===== config.mk =====
export PLATFORM = sky130hd
export DESIGN_NAME = axis_measure_sequencer
export DESIGN_NICKNAME = d
export VERILOG_FILES = /design/src/rtl/axis_measure_sequencer_pkg.sv /design/src/rtl/axis_measure_sequencer_axil.sv /design/src/rtl/axis_measure_sequencer.sv
export SDC_FILE = /design/constraint.sdc
export NUM_CORES = 1
export LEC_CHECK = 0
export CAP_MARGIN = 20
export CORE_UTILIZATION = 45
export CTS_CLUSTER_DIAMETER = 200
export DETAILED_ROUTE_END_ITERATION = 7
export GPL_ROUTABILITY_DRIVEN = 1
export PLACE_DENSITY = 0.89
export SYNTH_ARGS = -nofsm -noshare
export SYNTH_HDL_FRONTEND = slang
export SYNTH_SLANG_ARGS = --single-unit

===== constraint.sdc =====
create_clock -name ap_clk -period 2.83 [get_ports ap_clk]
set_input_delay 0.283 -clock ap_clk [delete_from_list [all_inputs] [get_ports ap_clk]]
set_output_delay 0.283 -clock ap_clk [all_outputs]
set_load 0.005 [all_outputs]

===== src/rtl/axis_measure_sequencer_pkg.sv =====
// Shared definitions for the measurement sequencer: measurer register map,
// control words, AXI response codes and the state encodings.
package axis_measure_sequencer_pkg;

    localparam int STORE_DATA_WIDTH = 32;

    localparam logic [31:0] CONTROL_OFFSET    = 32'h0000_0000;
    localparam logic [31:0] CYCLES_OFFSET     = 32'h0000_0010;
    localparam logic [31:0] LAST_FRAME_OFFSET = 32'h0000_0018;

    localparam logic [31:0] SIG_START = 32'h0000_0001;
    localparam logic [31:0] SIG_CLEAR = 32'h0000_0002;

    localparam logic [1:0] RESP_OKAY   = 2'b00;
    localparam logic [1:0] RESP_EXOKAY = 2'b01;
    localparam logic [1:0] RESP_SLVERR = 2'b10;
    localparam logic [1:0] RESP_DECERR = 2'b11;

    typedef enum logic [3:0] {
        ST_IDLE,
        ST_WR_CLR,
        ST_WR_STA,
        ST_WAIT,
        ST_RD_HI0,
        ST_RD_LO,
        ST_RD_HI1,
        ST_RD_FRM,
        ST_EMIT,
        ST_DONE
    } seq_state_t;

    typedef enum logic [2:0] {
        ENG_IDLE,
        ENG_ADDR,
        ENG_B,
        ENG_AR,
        ENG_R
    } eng_state_t;

endpackage


===== src/rtl/axis_measure_sequencer_axil.sv =====
// Single-outstanding AXI-lite master engine (axil_master_single): one read or
// write per request, ack pulses in the cycle the B or R handshake completes.
module axil_master_single
    import axis_measure_sequencer_pkg::*;
#(
    parameter int ADDR_WIDTH = 32
) (
    input  logic                        clk,
    input  logic                        rst_n,
    input  logic                        req,
    input  logic                        we,
    input  logic [ADDR_WIDTH-1:0]       addr,
    input  logic [STORE_DATA_WIDTH-1:0] wdata,
    output logic                        ack,
    output logic [STORE_DATA_WIDTH-1:0] rdata,
    output logic [1:0]                  resp,
    output logic [ADDR_WIDTH-1:0]       awaddr,
    output logic                        awvalid,
    input  logic                        awready,
    output logic [STORE_DATA_WIDTH-1:0] axi_wdata,
    output logic [3:0]                  wstrb,
    output logic                        wvalid,
    input  logic                        wready,
    input  logic [1:0]                  bresp,
    input  logic                        bvalid,
    output logic                        bready,
    output logic [ADDR_WIDTH-1:0]       araddr,
    output logic                        arvalid,
    input  logic                        arready,
    input  logic [STORE_DATA_WIDTH-1:0] axi_rdata,
    input  logic [1:0]                  rresp,
    input  logic                        rvalid,
    output logic                        rready
);

    eng_state_t state, state_next;
    logic aw_done, w_done;
    logic [ADDR_WIDTH-1:0] addr_q;
    logic [STORE_DATA_WIDTH-1:0] wdata_q;

    always_ff @(posedge clk or negedge rst_n) begin
        if (!rst_n) state <= ENG_IDLE;
        else        state <= state_next;
    end

    // AW and W complete independently; B is awaited only once both are done.
    always_comb begin
        state_next = state;
        case (state)
            ENG_IDLE: if (req) state_next = we ? ENG_ADDR : ENG_AR;
            ENG_ADDR: if ((aw_done || awready) && (w_done || wready)) state_next = ENG_B;
            ENG_B:    if (bvalid) state_next = ENG_IDLE;
            ENG_AR:   if (arready) state_next = ENG_R;
            ENG_R:    if (rvalid) state_next = ENG_IDLE;
            default:  state_next = ENG_IDLE;
        endcase
    end

    always_comb begin
        awvalid   = (state == ENG_ADDR) && !aw_done;
        wvalid    = (state == ENG_ADDR) && !w_done;
        bready    = (state == ENG_B);
        arvalid   = (state == ENG_AR);
        rready    = (state == ENG_R);
        awaddr    = addr_q;
        araddr    = addr_q;
        axi_wdata = wdata_q;
        wstrb     = 4'hF;
        ack       = ((state == ENG_B) && bvalid) || ((state == ENG_R) && rvalid);
        rdata     = axi_rdata;
        resp      = (state == ENG_B) ? bresp : rresp;
    end

    always_ff @(posedge clk or negedge rst_n) begin
        if (!rst_n) begin
            aw_done <= 1'b0;
            w_done  <= 1'b0;
            addr_q  <= '0;
            wdata_q <= '0;
        end else if (state == ENG_IDLE) begin
            if (req) begin
                addr_q  <= addr;
                wdata_q <= wdata;
                aw_done <= 1'b0;
                w_done  <= 1'b0;
            end
        end else if (state == ENG_ADDR) begin
            if (awready) aw_done <= 1'b1;
            if (wready)  w_done  <= 1'b1;
        end
    end

endmodule


===== src/rtl/axis_measure_sequencer.sv =====
// Sequences one measurer over AXI-lite: clear, start, then periodic tear-free
// 64-bit cycle/frame sampling emitted as 96-bit AXI-stream beats.
module axis_measure_sequencer
    import axis_measure_sequencer_pkg::*;
#(
    parameter int                    ADDR_WIDTH = 32,
    parameter logic [ADDR_WIDTH-1:0] BASE_ADDR  = '0,
    parameter int                    CNT_WIDTH  = 32
) (
    input  logic                  ap_clk,
    input  logic                  ap_rst_n,
    input  logic                  start,
    input  logic                  stop,
    input  logic [CNT_WIDTH-1:0]  sample_period,
    input  logic [CNT_WIDTH-1:0]  num_samples,
    output logic                  busy,
    output logic                  done,
    output logic                  error,
    output logic [CNT_WIDTH-1:0]  sample_count,
    output logic [ADDR_WIDTH-1:0] m_axi_control_awaddr,
    output logic                  m_axi_control_awvalid,
    input  logic                  m_axi_control_awready,
    output logic [31:0]           m_axi_control_wdata,
    output logic [3:0]            m_axi_control_wstrb,
    output logic                  m_axi_control_wvalid,
    input  logic                  m_axi_control_wready,
    input  logic [1:0]            m_axi_control_bresp,
    input  logic                  m_axi_control_bvalid,
    output logic                  m_axi_control_bready,
    output logic [ADDR_WIDTH-1:0] m_axi_control_araddr,
    output logic                  m_axi_control_arvalid,
    input  logic                  m_axi_control_arready,
    input  logic [31:0]           m_axi_control_rdata,
    input  logic [1:0]            m_axi_control_rresp,
    input  logic                  m_axi_control_rvalid,
    output logic                  m_axi_control_rready,
    output logic [95:0]           m_axis_sample_tdata,
    output logic                  m_axis_sample_tvalid,
    input  logic                  m_axis_sample_tready,
    output logic                  m_axis_sample_tlast
);

    seq_state_t state, state_next;
    logic [CNT_WIDTH-1:0] period_lat, num_lat, period_cnt;
    logic [31:0] hi0, lo, frame;
    logic stop_pending;
    logic req, we, ack;
    logic [ADDR_WIDTH-1:0] req_addr;
    logic [31:0] req_wdata, rdata;
    logic [1:0] resp;

    logic start_ok, stop_now, emit_fire, bounded_last;
    assign start_ok     = start && ((state == ST_IDLE) || (state == ST_DONE));
    assign stop_now     = stop_pending || stop;
    assign emit_fire    = (state == ST_EMIT) && m_axis_sample_tready;
    assign bounded_last = (num_lat != '0) && ((sample_count + CNT_WIDTH'(1)) == num_lat);

    always_ff @(posedge ap_clk or negedge ap_rst_n) begin
        if (!ap_rst_n) state <= ST_IDLE;
        else           state <= state_next;
    end

    // A stop never abandons an AXI transaction; it only redirects at safe points.
    always_comb begin
        state_next = state;
        case (state)
            ST_IDLE:   if (start) state_next = ST_WR_CLR;
            ST_WR_CLR: if (ack) state_next = ST_WR_STA;
            ST_WR_STA: if (ack) state_next = stop_now ? ST_DONE : ST_WAIT;
            ST_WAIT: begin
                if (stop_now)                             state_next = ST_DONE;
                else if (period_cnt <= CNT_WIDTH'(1))     state_next = ST_RD_HI0;
            end
            ST_RD_HI0: if (ack) state_next = ST_RD_LO;
            ST_RD_LO:  if (ack) state_next = ST_RD_HI1;
            ST_RD_HI1: if (ack) state_next = (rdata != hi0) ? ST_RD_LO : ST_RD_FRM;
            ST_RD_FRM: if (ack) state_next = ST_EMIT;
            ST_EMIT: begin
                if (m_axis_sample_tready)
                    state_next = (bounded_last || stop_now) ? ST_DONE : ST_WAIT;
            end
            ST_DONE:   state_next = start ? ST_WR_CLR : ST_IDLE;
            default:   state_next = ST_IDLE;
        endcase
    end

    always_comb begin
        req       = 1'b0;
        we        = 1'b0;
        req_addr  = BASE_ADDR + ADDR_WIDTH'(CONTROL_OFFSET);
        req_wdata = SIG_CLEAR;
        case (state)
            ST_WR_CLR: begin
                req = 1'b1;
                we  = 1'b1;
            end
            ST_WR_STA: begin
                req       = 1'b1;
                we        = 1'b1;
                req_wdata = SIG_START;
            end
            ST_RD_HI0, ST_RD_HI1: begin
                req      = 1'b1;
                req_addr = BASE_ADDR + ADDR_WIDTH'(CYCLES_OFFSET + 32'd4);
            end
            ST_RD_LO: begin
                req      = 1'b1;
                req_addr = BASE_ADDR + ADDR_WIDTH'(CYCLES_OFFSET);
            end
            ST_RD_FRM: begin
                req      = 1'b1;
                req_addr = BASE_ADDR + ADDR_WIDTH'(LAST_FRAME_OFFSET);
            end
            default: ;
        endcase
        busy                 = (state != ST_IDLE) && (state != ST_DONE);
        done                 = (state == ST_DONE);
        m_axis_sample_tvalid = (state == ST_EMIT);
        m_axis_sample_tlast  = (state == ST_EMIT) && (bounded_last || stop_now);
        m_axis_sample_tdata  = {frame, hi0, lo};
    end

    // Period counter counts down from P-1 so the next sample starts P cycles
    // after the reload point (WR_STA completion or the EMIT handshake).
    always_ff @(posedge ap_clk or negedge ap_rst_n) begin
        if (!ap_rst_n) begin
            period_lat   <= '0;
            num_lat      <= '0;
            period_cnt   <= '0;
            sample_count <= '0;
            error        <= 1'b0;
            stop_pending <= 1'b0;
            hi0          <= '0;
            lo           <= '0;
            frame        <= '0;
        end else begin
            if (start_ok) begin
                period_lat   <= (sample_period == '0) ? CNT_WIDTH'(1) : sample_period;
                num_lat      <= num_samples;
                sample_count <= '0;
                error        <= 1'b0;
                stop_pending <= 1'b0;
            end else begin
                if (stop && busy)                error        <= error;
                if (stop && busy)                stop_pending <= 1'b1;
                if (ack && (resp != RESP_OKAY))  error        <= 1'b1;
                if (emit_fire)                   sample_count <= sample_count + CNT_WIDTH'(1);
            end
            if (ack) begin
                case (state)
                    ST_RD_HI0, ST_RD_HI1: hi0   <= rdata;
                    ST_RD_LO:             lo    <= rdata;
                    ST_RD_FRM:            frame <= rdata;
                    default: ;
                endcase
            end
            if (((state == ST_WR_STA) && ack) || emit_fire)
                period_cnt <= period_lat - CNT_WIDTH'(1);
            else if ((state == ST_WAIT) && (period_cnt > CNT_WIDTH'(1)))
                period_cnt <= period_cnt - CNT_WIDTH'(1);
        end
    end

    axil_master_single #(
        .ADDR_WIDTH(ADDR_WIDTH)
    ) u_axil (
        .clk       (ap_clk),
        .rst_n     (ap_rst_n),
        .req       (req),
        .we        (we),
        .addr      (req_addr),
        .wdata     (req_wdata),
        .ack       (ack),
        .rdata     (rdata),
        .resp      (resp),
        .awaddr    (m_axi_control_awaddr),
        .awvalid   (m_axi_control_awvalid),
        .awready   (m_axi_control_awready),
        .axi_wdata (m_axi_control_wdata),
        .wstrb     (m_axi_control_wstrb),
        .wvalid    (m_axi_control_wvalid),
        .wready    (m_axi_control_wready),
        .bresp     (m_axi_control_bresp),
        .bvalid    (m_axi_control_bvalid),
        .bready    (m_axi_control_bready),
        .araddr    (m_axi_control_araddr),
        .arvalid   (m_axi_control_arvalid),
        .arready   (m_axi_control_arready),
        .axi_rdata (m_axi_control_rdata),
        .rresp     (m_axi_control_rresp),
        .rvalid    (m_axi_control_rvalid),
        .rready    (m_axi_control_rready)
    );

endmodule


run_1/layer_met2.png
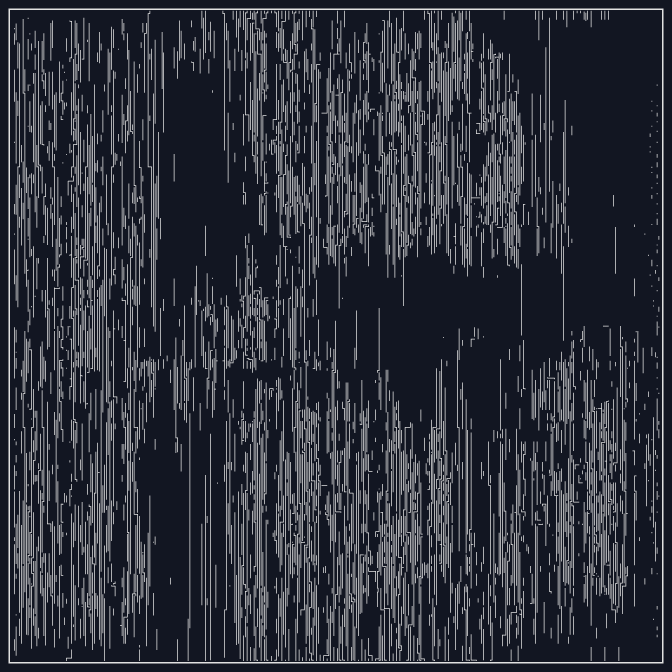
The longest straight run is 83.8 um. The layer holds 49% of the routed length.
overall routed net length: 39900 um
count of vias placed by the detailed router: 11000
met2 GRT Util: 0.442

run_1/congestion.png
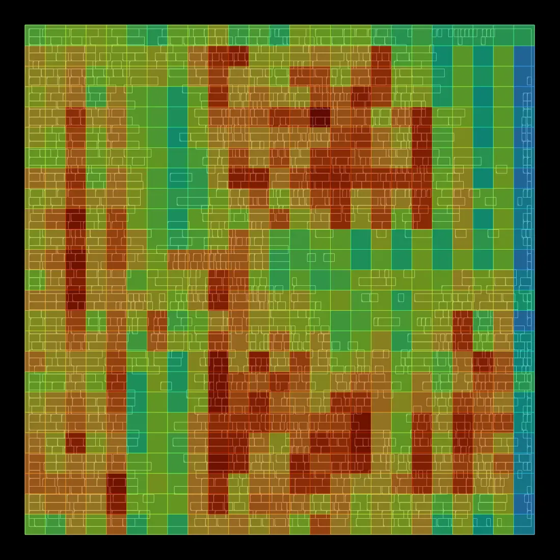
final core area utilization: 0.629
met3 usage: 0.0671
total global-route track usage: 0.259

==> notes.md, run 1 <==
Item: results of the latest flow run.

- The run finished, with violations left.
- The checks that failed: negative setup slack.
- The source of the worst register-to-register timing path is period_cnt[2]$_DFFE_PN0P_.
- The portion of total power attributed to the clock network is 0.260.
- The max-capacitance violation count is 0.
- Summed over all instances, the cell type with the most area after synthesis is sky130_fd_sc_hd__dfrtp_1.
- In the CTS report, the clock slew at the register clock pins of the worst setup and hold paths is listed as 60 ps.
- From the final report, the count of setup violators was given as 10.
- By area the synthesized netlist is led by sky130_fd_sc_hd__dfrtp_1 (46%), sky130_fd_sc_hd__mux2_2 (14%), sky130_fd_sc_hd__buf_4 (5.4%), sky130_fd_sc_hd__xnor2_1 (4.7%), sky130_fd_sc_hd__xor2_1 (3.7%).
- The via count of the first global-routing pass is 11100.
- The largest single stage delay on the critical path is between 500 and 600 ps.
- At the pin with the least slew margin, the transition time is ~700 ps.
- The core box area is 28700 um^2.
- The highest routing layer actually used is met4.
- The highest supply drop recorded on VDD is approximately 660 uV.
- The worst path setup slack after routing is -567 ps.
- CTS reports a maximum clock tree buffer depth of 3.
- The met3 layer wire length in the routed design is approximately 3000 um.
- The critical path capture point type is a primary output.
- The area taken by multi-input combinational cells is reported as 6740 um^2.
- sky130_fd_sc_hd__dfrtp_1 is the most common cell in the netlist.
- The post-synthesis compound-gate area fraction is 0.0880.
- The buffer_ports step reported a buffer count of 255.
- For reference, the mux area share after synthesis is 0.143.
run_1/wires.png
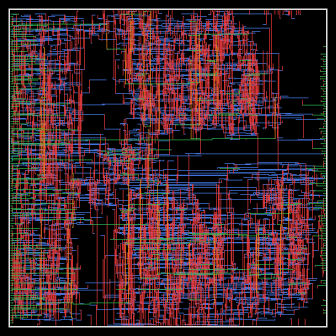
Key: orange = metal 4 [wire length 1280 um]; red = metal 2 [wire length 19500 um]; green = metal 3 [wire length 3020 um]; blue = metal 1 [wire length 16000 um]
detailed-route wire length per cell: 19.9 um

[run 1: worst reg2reg max path: cells and delay by family, from the launching register on]
family	cells	cell delay, ps
simple gates	4	1600
compound gates	2	390
flops	1	370
buf+inv	1	200
xor+xnor	1	170
[run 1: final timing paths]
kind | endpoint | slack [ps] | cells after the start
min in group ap_clk | num_lat[11]$_DFFE_PN0P_ | 360 | 2
min reg2reg | u_axil.axi_wdata[0]$_DFFE_PN0P_ | 480 | 1
min | lo[9]$_DFFE_PN0P_ | 260 | 2
max | m_axis_sample_tlast | -570 | 8
max reg2reg | period_cnt[13]$_DFFE_PN0P_ | -50 | 8
max in group asynchronous | period_lat[16]$_DFFE_PN0P_ | 1670 | 3
## Run 2: what changed since run 1
--- a/config.mk
+++ b/config.mk
@@ -5,7 +5,7 @@
 export SDC_FILE = /design/constraint.sdc
 export NUM_CORES = 1
 export LEC_CHECK = 0
-export CAP_MARGIN = 20
+export CAP_MARGIN = 0
 export CORE_UTILIZATION = 45
 export CTS_CLUSTER_DIAMETER = 200
 export DETAILED_ROUTE_END_ITERATION = 7
run_2/congestion.png
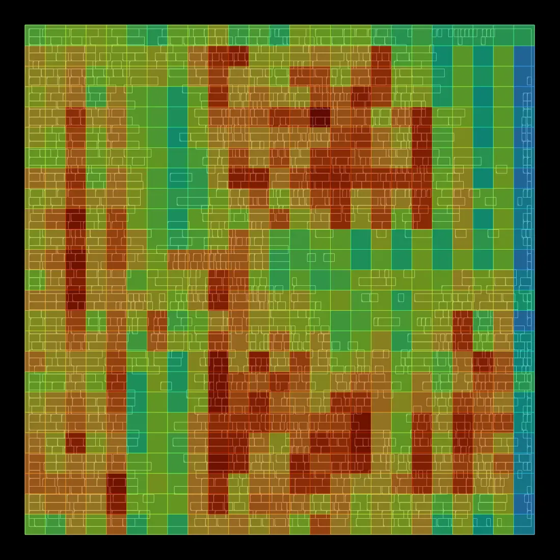
most heavily used metal layer in global routing: met2
global routing usage on met1: 0.320

==> notes.md, run 2 <==
Item: results of the latest flow run.

- The aggregate global-route resource usage is 0.259 (unchanged).
- The clock transition at the register clock pins on the worst setup and hold paths after CTS is 60 ps (about the same).
- The synthesis stats list as the most numerous cell sky130_fd_sc_hd__dfrtp_1.
- Ranked by total cell area, the synthesized netlist is headed by sky130_fd_sc_hd__dfrtp_1 (46%), sky130_fd_sc_hd__mux2_2 (14%), sky130_fd_sc_hd__buf_4 (5.4%), sky130_fd_sc_hd__xnor2_1 (4.7%), sky130_fd_sc_hd__xor2_1 (3.7%).
- The relative max-transition margin is 0.530.
- Per the detailed placement report, the placed cell area equals 16700 um^2.
- The count of endpoints failing setup in the final report is 10 (unchanged).
- The proportion of cell area occupied by registers is 0.333.
- The share of the core filled with cells in the final layout is 0.629 (unchanged).
- The latest clock arrival within the worst-skew pair is roughly 540 ps.
- The post-detailed-route wirelength per cell was 19.9 um (unchanged).
- The actual transition at the worst max-transition pin came to 699 ps (unchanged).
- The checks that failed: negative setup slack.
- The biggest cell delay along the critical path was 580 ps (about the same).
- The highest routing layer actually used is met4.
- The met3 layer wire length in the routed design is 3020 um (unchanged).
- The synthesized-area fraction occupied by xor and xnor cells is 0.0842.
- The cell count of the worst reg-to-reg path is 8 (unchanged).
- The post-synthesis compound-gate area fraction is 0.0880 (unchanged).
- The core box area was 28700 um^2 (unchanged).
- The fraction of cell area in multi-input combinational cells is reported as 0.373.
- The max-capacitance violation count was 0 (unchanged).
- The number of tap cells inserted is 384.
- Along the critical path, the tally of buffer and inverter instances is 1.
- The worst path setup slack after routing was -567 ps (unchanged).
- The routed wire length is 39900 um (unchanged).
- The flow ran to the end, but the final reports show violations.
- Per the TritonCTS log, the buffer count is 28.
- The first-pass iteration count of the detailed router is 5.
- The count of vias placed by the detailed router is 11000 (unchanged).
- The type of the tightest min-delay check is primary input to asynchronous set/reset pin.
- The tally of non-filler cells in the final layout is 2008.
- Yosys shows that the main logic family after synthesis is simple AND/OR/NAND/NOR gates.
- The share of total power in combinational logic is 0.370.
- The largest voltage drop on the vdd net is 662 uV (unchanged).
- The source of the worst register-to-register timing path is period_cnt[2]$_DFFE_PN0P_.
- The end of the worst register-to-register path is period_cnt[13]$_DFFE_PN0P_.
- The multi-input combinational cell area is 6740 um^2 (unchanged).
- The number of cells in Yosys stat is 1245.
- The most used logic cell in the final layout is sky130_fd_sc_hd__clkdlybuf4s50_1.
- The maximum number of buffers from clock root to sink is 3 (unchanged).
- The cell type with the largest total area after synthesis is sky130_fd_sc_hd__dfrtp_1.
- The portion of total power attributed to the clock network is 0.260 (about the same).
- The setup slack of the worst register-to-register path is -50 ps (about the same).
- The mux share of post-synthesis cell area came to 0.143 (unchanged).
- The worst setup path endpoint is m_axis_sample_tlast.
- The total number of cells along the worst setup path came to 8 (unchanged).
- STA classifies the critical path endpoint as a primary output.
- The number of input and output port buffers inserted is 255 (unchanged).
- The via count of the first global-routing pass is 11100 (unchanged).
[run 2: cell counts after synthesis]
No cell type changed its count.
[run 2: power by group through the flow]
stage                     logic (mW)  clock network [mW]  registers [mW]
after global placement          5.32                   0            5.58
after floorplan                 3.32                   0            5.38
final                           5.70                4.00            5.72
after detailed placement        5.47                   0            5.66
after global routing            6.14                4.20            5.86
after CTS                       5.62                4.07            5.64
[run 2: per-layer routing]
layer,vias to the layer above,GRT usage
li1,5012,-
met1,5427,0.320
met2,445,0.442
met3,83,0.0671
met4,0,0.0848
met5,-,0
[run 2: timing repair]
action | in CTS | in global routing
endpoints found under the hold margin | 49 | 0
setup buffers | 3 | 2
hold buffers | 1 | 0
setup endpoints to repair | 25 | 29
resized | 36 | 41
pin swaps | 14 | 21
No activity file was given, so power comes from the tool's default toggle rates.
